**src/rtl/dmem_pkg.sv**
```systemverilog
// dmem_pkg: size encodings, FSM states and big-endian lane helpers for the data-memory arbiter
package dmem_pkg;

   localparam logic [1:0] SZ_BYTE = 2'b00;
   localparam logic [1:0] SZ_HALF = 2'b01;
   localparam logic [1:0] SZ_WORD = 2'b10;

   typedef enum logic [1:0] {IDLE, RD, WR, RESP} state_t;

   function automatic logic [31:0] lane_merge(input logic [31:0] old, input logic [31:0] data,
                                              input logic [1:0] size, input logic [1:0] off);
      logic [31:0] r;
      r = old;
      if (size == SZ_WORD) r = data;
      else if (size == SZ_HALF) r[{~off[1], 4'b0000} +: 16] = data[15:0];
      else r[{~off, 3'b000} +: 8] = data[7:0];
      return r;
   endfunction

   function automatic logic [31:0] lane_extract(input logic [31:0] word, input logic [1:0] size,
                                                input logic [1:0] off);
      return size == SZ_WORD ? word :
             size == SZ_HALF ? {16'h0, word[{~off[1], 4'b0000} +: 16]} :
                               {24'h0, word[{~off, 3'b000} +: 8]};
   endfunction

endpackage

```
**src/rtl/dmem_lane_align.sv**
```systemverilog
// dmem_lane_align: big-endian store merge into an old word and right-aligned load extraction
module dmem_lane_align
   import dmem_pkg::*;
(
   input  logic [31:0] old_word,
   input  logic [31:0] store_data,
   input  logic [1:0]  size,
   input  logic [1:0]  offset,
   output logic [31:0] merged,
   output logic [31:0] extracted
);

   assign merged    = lane_merge(old_word, store_data, size, offset);
   assign extracted = lane_extract(old_word, size, offset);

endmodule

```
**src/rtl/dmem_arbiter.sv**
```systemverilog
// dmem_arbiter: two-port arbiter for the single-ported big-endian data memory, with read-modify-write sub-word stores
module dmem_arbiter
   import dmem_pkg::*;
#(
   parameter int DM_SIZE = 1024,
   parameter int RD_LAT  = 1
) (
   input  logic        clock,
   input  logic        reset_n,
   input  logic [1:0]  req_valid,
   output logic [1:0]  req_ready,
   input  logic [1:0]  req_write,
   input  logic [3:0]  req_size,
   input  logic [63:0] req_addr,
   input  logic [63:0] req_wdata,
   output logic [1:0]  resp_valid,
   output logic        resp_err,
   output logic [31:0] resp_rdata,
   output logic        mem_read,
   output logic        mem_write,
   output logic [31:0] mem_addr,
   output logic [31:0] mem_wdata,
   input  logic [31:0] mem_rdata
);

   localparam logic [32:0] LIMIT = 33'(DM_SIZE);

   state_t      state, next;
   logic        owner, last_grant, wr_q, err_q;
   logic [1:0]  size_q, sz;
   logic [31:0] addr_q, wdata_q, word_q, ad, merged, extracted;
   logic [2:0]  cnt;
   logic [32:0] top;
   logic        win, accept, bad, rd_done;

   assign win     = &req_valid ? ~last_grant : req_valid[1];
   assign accept  = state == IDLE && |req_valid;
   assign sz      = win ? req_size[3:2] : req_size[1:0];
   assign ad      = win ? req_addr[63:32] : req_addr[31:0];
   assign top     = {1'b0, ad[31:2], 2'b00} + 33'd3;
   assign bad     = sz == 2'b11 || (sz == SZ_HALF && ad[0]) || (sz == SZ_WORD && ad[1:0] != 2'b00) || top >= LIMIT;
   assign rd_done = cnt == 3'(RD_LAT - 1);

   dmem_lane_align u_align (
      .old_word   (word_q),
      .store_data (wdata_q),
      .size       (size_q),
      .offset     (addr_q[1:0]),
      .merged     (merged),
      .extracted  (extracted)
   );

   // loads and sub-word stores read first, word stores write directly, errors skip the memory
   always_comb begin
      next = state;
      case (state)
         IDLE:    if (accept) next = bad ? RESP : (req_write[win] && sz == SZ_WORD) ? WR : RD;
         RD:      if (rd_done) next = wr_q ? WR : RESP;
         WR:      next = RESP;
         default: next = IDLE;
      endcase
   end

   // state register; async reset aborts any access in flight
   always_ff @(posedge clock or negedge reset_n)
      if (!reset_n) state <= IDLE;
      else state <= next;

   // latch the winner at accept, count RD wait cycles and capture the read word on the last one
   always_ff @(posedge clock or negedge reset_n)
      if (!reset_n) begin
         owner      <= 1'b0;
         last_grant <= 1'b1;
         wr_q       <= 1'b0;
         err_q      <= 1'b0;
         size_q     <= 2'b00;
         addr_q     <= '0;
         wdata_q    <= '0;
         word_q     <= '0;
         cnt        <= '0;
      end else begin
         if (accept) begin
            owner      <= win;
            last_grant <= win;
            wr_q       <= req_write[win];
            err_q      <= bad;
            size_q     <= sz;
            addr_q     <= ad;
            wdata_q    <= win ? req_wdata[63:32] : req_wdata[31:0];
            cnt        <= '0;
         end
         if (state == RD) begin
            cnt <= cnt + 3'd1;
            if (rd_done) word_q <= mem_rdata;
         end
      end

   assign req_ready  = accept ? (win ? 2'b10 : 2'b01) : 2'b00;
   assign mem_read   = state == RD;
   assign mem_write  = state == WR;
   assign mem_addr   = {addr_q[31:2], 2'b00};
   assign mem_wdata  = state == WR ? merged : '0;
   assign resp_valid = state == RESP ? (owner ? 2'b10 : 2'b01) : 2'b00;
   assign resp_err   = state == RESP && err_q;
   assign resp_rdata = (state == RESP && !wr_q && !err_q) ? extracted : '0;

endmodule

```
**config.mk**
```make
export PLATFORM = sky130hd
export DESIGN_NAME = dmem_arbiter
export DESIGN_NICKNAME = d
export VERILOG_FILES = /design/src/rtl/dmem_pkg.sv /design/src/rtl/dmem_lane_align.sv /design/src/rtl/dmem_arbiter.sv
export SDC_FILE = /design/constraint.sdc
export NUM_CORES = 1
export LEC_CHECK = 0
export CAP_MARGIN = 25
export CORE_MARGIN = 8
export CORE_UTILIZATION = 44
export DETAILED_ROUTE_END_ITERATION = 12
export PLACE_DENSITY = 0.77
export SYNTH_ARGS = -nofsm -noshare
export SYNTH_HDL_FRONTEND = slang
export SYNTH_SLANG_ARGS = --single-unit
```
**constraint.sdc**
```tcl
create_clock -name clock -period 2.95 [get_ports clock]
set_input_delay 0.7375 -clock clock [delete_from_list [all_inputs] [get_ports clock]]
set_output_delay 0.7375 -clock clock [all_outputs]
set_load 0.01 [all_outputs]
```
==> images/detail.png <==
Window x 50 to 90, y 50 to 90 um. Cells in grey, sequential cells in the stronger grey; small squares are vias.
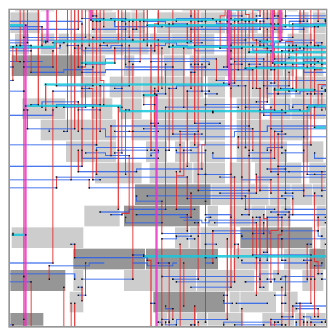
metal 2: marked red. metal 1: marked blue. metal 4: marked magenta. metal 3: marked cyan.
Sequential cells in the window: 8. Most frequent: nand2_1 (22), buf_4 (22), dfrtp_1 (6). Netlist names of flops here include addr_q (3), cnt (3), wdata_q (2). 110 logic cells have their middle in the window.

==> reports/metrics.cfg <==
[run_status]
status = finished, violations left
violations = setup timing

[finish]
biggestCellCategory = combinational gates
final_area_sq_um = 10200
buffers = 332
sh_seq_area_pct = 26.4
clock_cell_area_share_pct = 2.96
fill_cells = 1235
diodes = 0
nonClockInverterCount = 9
ff_count = 107
drive_gt1_share_pct = 17.1
comb-cell-share_pct = 37.7
syn_to_final_growth_pct = 49.5

[logic_synthesis]
netlist-cell-type-count = 56
syn_area_per_cell_sq_um = 9.19
adder_share_pct = 2.21
synth_dominant_cell_count = nand2_1
synth_cells = 739
synthTopCellsByCount = nand2_1 (118), dfrtp_1 (106), o21ai_1 (81)
yosysWarningCount = 0
async_flop_share_pct = 100

[timing]
setup_ws_ns = -0.0313
slew_headroom_pct = 33.8
finalClockPeriodUsage_pct = 101
setup_tns_ns = -0.0670
grt_setup_unrepaired = true
finalCriticalPeriod_ns = 2.98
setup_viol = 5
finClkSkew_ns = 0.00733

[critical_path]
critPathRequiredTime_ns = 2.21
crit_end = mem_wdata[16]
critPathKind = flip-flop to primary output
path_delay_family = AND-OR/OR-AND gates
path_depth = 10
reg2reg_to = wdata_q[15]
crit_path_frequent_cell = nor2_1
timing.rr.start = last_grant

[power_and_ir_drop]
p_sw_w = 0.00455
pwr-share-comb_pct = 57.3
power_leader = combinational logic
p_leak_nw = 4.42
sw_frac_of_total_pct = 44.3
pg_comb_w = 0.00588
clockPowerShare_pct = 12.0
total_power_w = 0.0103
powerDensity_nw_per_um2 = 1010

[grt]
grt_usage_pct = 24.2
overflow = 0
grt_pass1_wl_um = 37500

[clocking]
cts_setup_buffers = 21
htreeDepth = 3
clock_latency_ns = 0.36
cts_sinks = 107
cts_tree = built

[floorplan]
die_w_um = 140
tap_cells = 188
io_pins = 273

[place]
gp_congestion = 0.940
dp.cells = 1148
dp_slack_ns = -0.0950
placed_cell_area_sq_um = 9550

[worst_hold_path]
hold_class = input pin to async pin

==> images/layer_met3.png <==
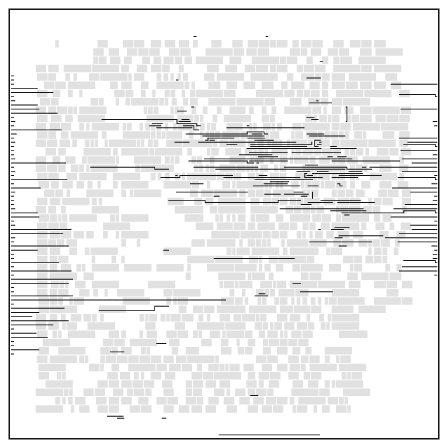
The layer holds 8.0% of the routed length. The wires run mostly horizontal.
met3 usage: 6.42%
via count: 6722
final WL: 24300 um

[cell families after synthesis]
| family | Yosys count |
|---|---|
| other | 1 |
| adders and majority gates | 12 |
| xor gates and xnor gates | 1 |
| and+or+nand+nor | 223 |
| buffers and inverters | 93 |
| DFF | 107 |
| muxes | 69 |
| AOI/OAI and AO/OA | 233 |
[metal layers]
metal | share of wire [%] | wire (um) | track usage [%] | vias to the layer above
met5 | 0 | 0 | 0 | -
met4 | 2.0 | 488 | 7.43 | 0
met3 | 8.0 | 1950 | 6.42 | 45
met2 | 49 | 11900 | 40.2 | 305
met1 | 41 | 10000 | 30.0 | 3195
li1 | - | - | - | 3177
[state kept, by name, summed over array words and instances, names as in the netlist]
signal      count
state           2
err_q           1
wdata_q        32
addr_q         32
cnt             3
wr_q            1
size_q          2
last_grant      1
word_q         32
owner           1
No activity file was given, so power comes from the tool's default toggle rates.
